File: config.mk
export PLATFORM = sky130hd
export DESIGN_NAME = sr_latch_driver
export DESIGN_NICKNAME = d
export VERILOG_FILES = /design/src/rtl/sr_latch_driver.sv
export SDC_FILE = /design/constraint.sdc
export NUM_CORES = 1
export LEC_CHECK = 0
export ABC_AREA = 1
export CORE_MARGIN = 1.5
export CORE_UTILIZATION = 50
export CTS_CLUSTER_DIAMETER = 150
export DETAILED_ROUTE_END_ITERATION = 10
export PLACE_DENSITY = 0.75
export SLEW_MARGIN = 20
export SYNTH_ARGS = -nofsm -noshare
export SYNTH_HDL_FRONTEND = slang
export SYNTH_SLANG_ARGS = --single-unit
File: constraint.sdc
create_clock -name clk_i -period 1.65 [get_ports clk_i]
set_input_delay 0.33 -clock clk_i [delete_from_list [all_inputs] [get_ports clk_i]]
set_output_delay 0.33 -clock clk_i [all_outputs]
set_load 0.01 [all_outputs]
File: src/rtl/sr_latch_driver.sv
// Sequenced write driver for an external gated SR latch: setup, gate pulse, hold, check.
// Define SR_DRV_READBACK_EN to enable Q/QN readback verification with bounded retries.
module sr_latch_driver #(
   parameter int SETUP_CYC = 2,
   parameter int PULSE_CYC = 3,
   parameter int HOLD_CYC  = 2,
   parameter int MAX_RETRY = 2
) (
   input  logic clk_i,
   input  logic rst_i,
   input  logic wrValid_i,
   input  logic wrData_i,
   output logic wrReady_o,
   output logic sN_o,
   output logic rN_o,
   output logic gN_o,
   input  logic qFb_i,
   input  logic qnFb_i,
   output logic done_o,
   output logic err_o,
   output logic qShadow_o
);

   typedef enum logic [2:0] {
      IDLE  = 3'd0,
      SETUP = 3'd1,
      PULSE = 3'd2,
      HOLD  = 3'd3,
      CHECK = 3'd4
   } state_t;

   localparam logic [7:0] SETUP_LAST = 8'(SETUP_CYC - 1);
   localparam logic [7:0] PULSE_LAST = 8'(PULSE_CYC - 1);
   localparam logic [7:0] HOLD_LAST  = 8'(HOLD_CYC - 1);
   localparam logic [2:0] MAX_R      = 3'(MAX_RETRY);

   state_t     state_q, state_d;
   logic [7:0] cnt_q, cnt_d;
   logic       data_q, data_d;
   logic [2:0] retryCnt_q, retryCnt_d;
   logic       retryPend_q, retryPend_d;
   logic       wrReady_q, wrReady_d;
   logic       sN_q, sN_d;
   logic       rN_q, rN_d;
   logic       gN_q, gN_d;
   logic       done_q, done_d;
   logic       err_q, err_d;
   logic       qShadow_q, qShadow_d;
   logic       fbMatch;
   logic       drive;

`ifdef SR_DRV_READBACK_EN
   assign fbMatch = (qFb_i == data_q) && (qnFb_i == ~data_q);
`else
   logic unusedFb;
   assign fbMatch  = 1'b1;
   assign unusedFb = qFb_i ^ qnFb_i;
`endif

   // Next-state logic; feedback is judged in the last HOLD cycle so DONE/ERR land in CHECK
   always_comb begin
      state_d     = state_q;
      cnt_d       = cnt_q + 8'd1;
      data_d      = data_q;
      retryCnt_d  = retryCnt_q;
      retryPend_d = 1'b0;
      done_d      = 1'b0;
      err_d       = 1'b0;
      qShadow_d   = qShadow_q;
      case (state_q)
         IDLE: begin
            cnt_d = 8'd0;
            if (wrValid_i && wrReady_q) begin
               state_d    = SETUP;
               data_d     = wrData_i;
               qShadow_d  = wrData_i;
               retryCnt_d = 3'd0;
            end
         end
         SETUP: begin
            if (cnt_q == SETUP_LAST) begin
               state_d = PULSE;
               cnt_d   = 8'd0;
            end
         end
         PULSE: begin
            if (cnt_q == PULSE_LAST) begin
               state_d = HOLD;
               cnt_d   = 8'd0;
            end
         end
         HOLD: begin
            if (cnt_q == HOLD_LAST) begin
               state_d = CHECK;
               cnt_d   = 8'd0;
               if (fbMatch) begin
                  done_d = 1'b1;
               end else if (retryCnt_q < MAX_R) begin
                  retryPend_d = 1'b1;
               end else begin
                  done_d = 1'b1;
                  err_d  = 1'b1;
               end
            end
         end
         CHECK: begin
            cnt_d = 8'd0;
            if (retryPend_q) begin
               state_d    = SETUP;
               retryCnt_d = retryCnt_q + 3'd1;
            end else begin
               state_d = IDLE;
            end
         end
         default: begin
            state_d = IDLE;
            cnt_d   = 8'd0;
         end
      endcase

      // Drives derive from the upcoming state so they are registered alongside it;
      // S_N and R_N are complements of one bit, so both-low cannot occur
      drive     = (state_d == SETUP) || (state_d == PULSE) || (state_d == HOLD);
      sN_d      = drive ? ~data_d : 1'b1;
      rN_d      = drive ? data_d : 1'b1;
      gN_d      = (state_d != PULSE);
      wrReady_d = (state_d == IDLE);
   end

   // State and registered outputs
   always_ff @(posedge clk_i) begin
      if (rst_i) begin
         state_q     <= IDLE;
         cnt_q       <= 8'd0;
         data_q      <= 1'b0;
         retryCnt_q  <= 3'd0;
         retryPend_q <= 1'b0;
         wrReady_q   <= 1'b1;
         sN_q        <= 1'b1;
         rN_q        <= 1'b1;
         gN_q        <= 1'b1;
         done_q      <= 1'b0;
         err_q       <= 1'b0;
         qShadow_q   <= 1'b0;
      end else begin
         state_q     <= state_d;
         cnt_q       <= cnt_d;
         data_q      <= data_d;
         retryCnt_q  <= retryCnt_d;
         retryPend_q <= retryPend_d;
         wrReady_q   <= wrReady_d;
         sN_q        <= sN_d;
         rN_q        <= rN_d;
         gN_q        <= gN_d;
         done_q      <= done_d;
         err_q       <= err_d;
         qShadow_q   <= qShadow_d;
      end
   end

   assign wrReady_o = wrReady_q;
   assign sN_o      = sN_q;
   assign rN_o      = rN_q;
   assign gN_o      = gN_q;
   assign done_o    = done_q;
   assign err_o     = err_q;
   assign qShadow_o = qShadow_q;

endmodule

==> reports/qor.txt <==
Outcome -> completed
Crit path kind -> reg2out
End of the critical path -> qShadow_o
Placeable Area -> 0.001524 mm^2
Leak -> 0.3975 nW
Share of cells above drive strength 1 -> 16.10%
Floorplan Nets -> 115
Comb group -> 0.154 mW
Max Clk Rate -> 667.0 MHz
Synth area leaders -> dfxtp_1 44%, nor2_1 7.7%, inv_1 6.8%
Mapped cell area -> 828.3 um^2
WP buf/inv -> 1
Stage-log warning count -> 30
Hold depth -> 2
PortBufs -> 9
I/O pins -> 13
Clk buf depth -> 2
Fin cells -> 134
Worst path top cell family by delay -> buffers and inverters
CP Launch Type -> flip-flop
-- run 1: area by class of cell --
cell class | count | area, um^2
repair buffers | 10 | 97.59
well taps | 16 | 20.02
flip-flops and latches | 18 | 360.3
inverters | 17 | 63.81
clock buffers | 3 | 22.52
multi-input cells | 70 | 396.6
fillers | 137 | 563.0
-- run 1: sequential cells by signal, summed over array words and instances (netlist names) --
name and cells:
cnt_q 8, gN_o 1, done_o 1, data_q 1, qShadow_o 1, wrReady_o 1
state_q 3, rN_o 1, sN_o 1
-- run 1: worst reg2reg max path, delay by kind of cell (launching register included) --
family / cells / cell delay (ns)
AND-OR/OR-AND: 2 / 0.41
flip-flops: 1 / 0.36
AND/OR/NAND/NOR: 2 / 0.28
adder cells (fa/ha/maj): 1 / 0.14
buffers and inverters: 2 / 0.12
-- run 1: per-stage QoR --
step | hold WS (ns) | util, % | worst slack, ns
after global routing | 0.5241 | 63.05 | 0.04747
after floorplan | 0.3991 | - | 0.4320
after global placement | 0.4534 | 61.58 | 0.05266
final | 0.4848 | 63.05 | 0.1508
after CTS | 0.4942 | 63.05 | 0.1295
after detailed placement | 0.4696 | 61.58 | 0.04570
-- run 1: cells by family after synthesis --
| logic type | after synthesis |
|---|---|
| other | 1 |
| AND/OR/NAND/NOR | 52 |
| XOR/XNOR | 5 |
| adder cells (fa/ha/maj) | 3 |
| flip-flops | 18 |
| buffers and inverters | 18 |
| AND-OR/OR-AND | 9 |
-- run 1: per-layer routing --
layer / vias to the layer above / wire, um / global-route usage (%)
li1: 353 / - / -
met5: - / 0 / 0
met4: 0 / 19 / 9.091
met3: 2 / 38 / 5.000
met2: 6 / 602 / 27.06
met1: 283 / 681 / 21.93
Run 1, clock network drawn from the DEF:
(6 px per um)
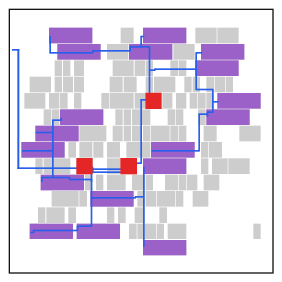
legend:
  red:
    item: clock drivers
    count: 3
  purple:
    item: flip-flops
    count: 18
  blue:
    item: clock wires
    length: 207 um
routed clock nets: 4
flops lie: spread over the die

Run 1, sequential cells coloured by netlist name:
(6 px per um) Other sequential cells in the stronger grey, the rest of the logic in the fainter grey.
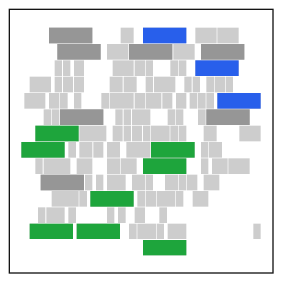
legend:
  blue:
    signal: state_q
    sequential_cells: 3
  green:
    signal: cnt_q
    sequential_cells: 8

Run 1, placed standard cells:
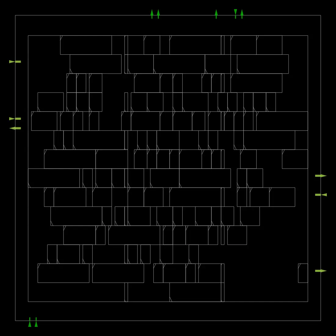
# rows: 14
fillers: 137
num tapcells: 16

Power and IR drop assume default switching activity.
